File: config.mk
export PLATFORM = sky130hd
export DESIGN_NAME = digit_uart_tx
export DESIGN_NICKNAME = d
export VERILOG_FILES = /design/src/rtl/digit_uart_tx.sv
export SDC_FILE = /design/constraint.sdc
export NUM_CORES = 1
export LEC_CHECK = 0
export CORE_UTILIZATION = 25
export DETAILED_ROUTE_END_ITERATION = 8
export PLACE_DENSITY = 0.49
export SLEW_MARGIN = 20
export SYNTH_ARGS = -nofsm -noshare
export SYNTH_HDL_FRONTEND = slang
export SYNTH_SLANG_ARGS = --single-unit
File: constraint.sdc
create_clock -name clk -period 2.2 [get_ports clk]
set_input_delay 0.44 -clock clk [delete_from_list [all_inputs] [get_ports clk]]
set_output_delay 0.44 -clock clk [all_outputs]
set_load 0.02 [all_outputs]
File: src/rtl/digit_uart_tx.sv
// Four-digit decimal to ASCII UART transmitter: sends D3 D2 D1 D0 CR LF as 8N1 frames.
// Optional leading-zero suppression replaces leading zero digits with spaces.
module digit_uart_tx #(
  parameter int unsigned CLK_FREQ    = 50000000,
  parameter int unsigned BAUD        = 115200,
  parameter int unsigned SUPPRESS_LZ = 0
) (
  input  logic        clk,
  input  logic        rst_n,
  input  logic [15:0] digits,
  input  logic        start,
  output logic        tx,
  output logic        busy,
  output logic        done
);

  localparam int unsigned BIT_CYCLES_RAW = CLK_FREQ / BAUD;
  localparam int unsigned BIT_CYCLES     = (BIT_CYCLES_RAW < 2) ? 2 : BIT_CYCLES_RAW;
  localparam int unsigned CNT_W          = $clog2(BIT_CYCLES);
  localparam logic [CNT_W-1:0] CNT_LAST  = CNT_W'(BIT_CYCLES - 1);

  typedef enum logic [2:0] {
    S_IDLE,
    S_START_BIT,
    S_DATA,
    S_STOP,
    S_DONE
  } state_e;

  state_e           state_q, state_d;
  logic [CNT_W-1:0] baud_cnt_q, baud_cnt_d;
  logic [2:0]       bit_idx_q, bit_idx_d;
  logic [2:0]       char_idx_q, char_idx_d;
  logic [15:0]      digits_q, digits_d;
  logic             tx_q, tx_d;

  logic [3:0] nib;
  logic       is_digit;
  logic       lead_zero;
  logic [7:0] cur_char;
  logic       baud_end;

  // Character currently being framed, selected by char_idx_q from the latched digits.
  always_comb begin
    nib       = 4'h0;
    is_digit  = 1'b1;
    lead_zero = 1'b0;
    cur_char  = 8'h00;
    case (char_idx_q)
      3'd0: begin
        nib       = digits_q[15:12];
        lead_zero = (digits_q[15:12] == 4'h0);
      end
      3'd1: begin
        nib       = digits_q[11:8];
        lead_zero = (digits_q[15:8] == 8'h00);
      end
      3'd2: begin
        nib       = digits_q[7:4];
        lead_zero = (digits_q[15:4] == 12'h000);
      end
      3'd3: nib = digits_q[3:0];
      3'd4: is_digit = 1'b0;
      default: is_digit = 1'b0;
    endcase
    if (!is_digit) begin
      cur_char = (char_idx_q == 3'd4) ? 8'h0D : 8'h0A;
    end else if ((SUPPRESS_LZ != 0) && lead_zero) begin
      cur_char = 8'h20;
    end else if (nib > 4'd9) begin
      cur_char = 8'h3F;
    end else begin
      cur_char = 8'h30 + {4'h0, nib};
    end
  end

  assign baud_end = (baud_cnt_q == CNT_LAST);

  // tx_d carries the value of the bit that begins at the transition edge, so tx is registered.
  always_comb begin
    state_d    = state_q;
    baud_cnt_d = baud_cnt_q;
    bit_idx_d  = bit_idx_q;
    char_idx_d = char_idx_q;
    digits_d   = digits_q;
    tx_d       = tx_q;
    case (state_q)
      S_IDLE: begin
        tx_d = 1'b1;
        if (start) begin
          state_d    = S_START_BIT;
          digits_d   = digits;
          tx_d       = 1'b0;
          baud_cnt_d = '0;
          bit_idx_d  = '0;
          char_idx_d = '0;
        end
      end
      S_START_BIT: begin
        baud_cnt_d = baud_cnt_q + 1'b1;
        if (baud_end) begin
          baud_cnt_d = '0;
          bit_idx_d  = '0;
          state_d    = S_DATA;
          tx_d       = cur_char[0];
        end
      end
      S_DATA: begin
        baud_cnt_d = baud_cnt_q + 1'b1;
        if (baud_end) begin
          baud_cnt_d = '0;
          if (bit_idx_q == 3'd7) begin
            state_d = S_STOP;
            tx_d    = 1'b1;
          end else begin
            bit_idx_d = bit_idx_q + 3'd1;
            tx_d      = cur_char[bit_idx_q + 3'd1];
          end
        end
      end
      S_STOP: begin
        baud_cnt_d = baud_cnt_q + 1'b1;
        if (baud_end) begin
          baud_cnt_d = '0;
          if (char_idx_q == 3'd5) begin
            state_d = S_DONE;
            tx_d    = 1'b1;
          end else begin
            char_idx_d = char_idx_q + 3'd1;
            state_d    = S_START_BIT;
            tx_d       = 1'b0;
          end
        end
      end
      S_DONE: begin
        state_d    = S_IDLE;
        char_idx_d = '0;
        tx_d       = 1'b1;
      end
      default: begin
        state_d = S_IDLE;
        tx_d    = 1'b1;
      end
    endcase
  end

  always_ff @(posedge clk or negedge rst_n) begin
    if (!rst_n) begin
      state_q    <= S_IDLE;
      baud_cnt_q <= '0;
      bit_idx_q  <= '0;
      char_idx_q <= '0;
      digits_q   <= '0;
      tx_q       <= 1'b1;
    end else begin
      state_q    <= state_d;
      baud_cnt_q <= baud_cnt_d;
      bit_idx_q  <= bit_idx_d;
      char_idx_q <= char_idx_d;
      digits_q   <= digits_d;
      tx_q       <= tx_d;
    end
  end

  assign tx   = tx_q;
  assign busy = (state_q == S_START_BIT) || (state_q == S_DATA) || (state_q == S_STOP);
  assign done = (state_q == S_DONE);

endmodule

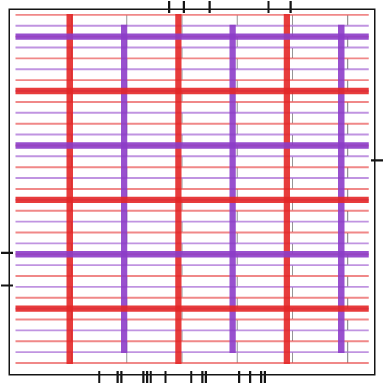
**Above:** PDN straps and rails.
(4 px per µm) Pins as bars on the die edge. Tap cells in gray.
- VSS: red
- VDD: purple
- met4 straps: 6
- signal pins: 22

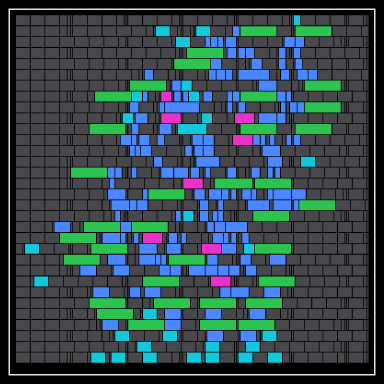
**Above:** cell classes on the final placement.
(4 px per µm) Fill, decap, tap and diode cells in gray.
- clock drivers and dummy loads: magenta (cells 8; share of their area 4.4%)
- all other logic: blue (cells 150; share of their area 46%)
- flops: green (cells 35; share of their area 37%)
- other buffers and delay cells: cyan (cells 29; share of their area 12%)

==> impl_metrics.py <==
# Auto-generated metrics
metrics = {
    "final_layout": {
        "antennaDiodeCount": 0,
        "layout_top_cell": "dfrtp_1",
        "layout.nonclk_buf_frac": 0.112,
        "nMultiInputCombCells": 143,
        "clock_buffers": 7,
        "ff_count": 35,
        "seqCellArea_um2": 877,
        "clkCellAreaFrac": 0.0420,
        "mi_logic_area_um2": 1060,
        "area_growth_pct": 24.9,
    },
    "placement": {
        "place_area_um2": 2340,
    },
    "die": {
        "num_tap_cells": 102,
    },
    "power_and_ir_drop": {
        "p_int_mw": 1.60,
        "worst_ir_drop_vdd_v": 0.000239,
        "switching_share": 0.337,
        "power_switching_mw": 0.812,
    },
    "timing": {
        "worst_hold_slack_ns": 0.235,
        "setup_ws_ns": 0.120,
        "drv_slew": 0,
        "fin_setup_tns_ns": 0,
    },
    "synth": {
        "ys_top_logic_family": "simple AND/OR/NAND/NOR gates",
        "ys_sh_adder": 0.0569,
        "yosys.area.top_type_share": 0.430,
        "synth_cell_types": 43,
        "edf_count": 0,
        "synth_top_flop_cell": "dfrtp_1",
    },
    "global_routing": {
        "grt.busiest_layer": "met2",
        "grt_pass1_wl_mm": 7.40,
    },
    "worst_setup_path": {
        "cp_max_fo": 5,
        "path_depth": 3,
    },
    "drt": {
        "totalWireLength_mm": 4.29,
    },
    "cts": {
        "cts.sinks": 35,
    },
    "outcome": {
        "outcome": "completed",
    },
}
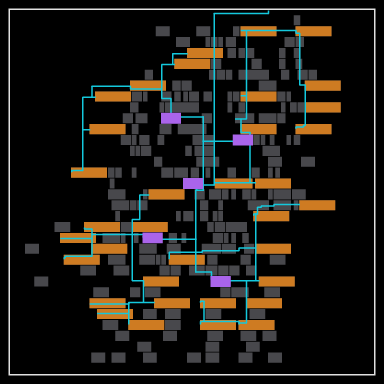
**Above:** clock network drawn from the DEF.
(4 px per µm)
- clock wires: cyan (length 516 µm)
- cells driving clock nets: purple (count 5)
- flip-flops: orange (count 35)
- routed clock nets: 6

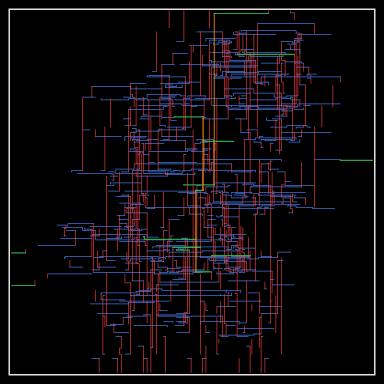
**Above:** routed metal, one color a layer.
(4 px per µm)
- met3: green (wire length 107 µm)
- met2: red (wire length 2000 µm)
- met4: orange (wire length 81.6 µm)
- met1: blue (wire length 2100 µm)

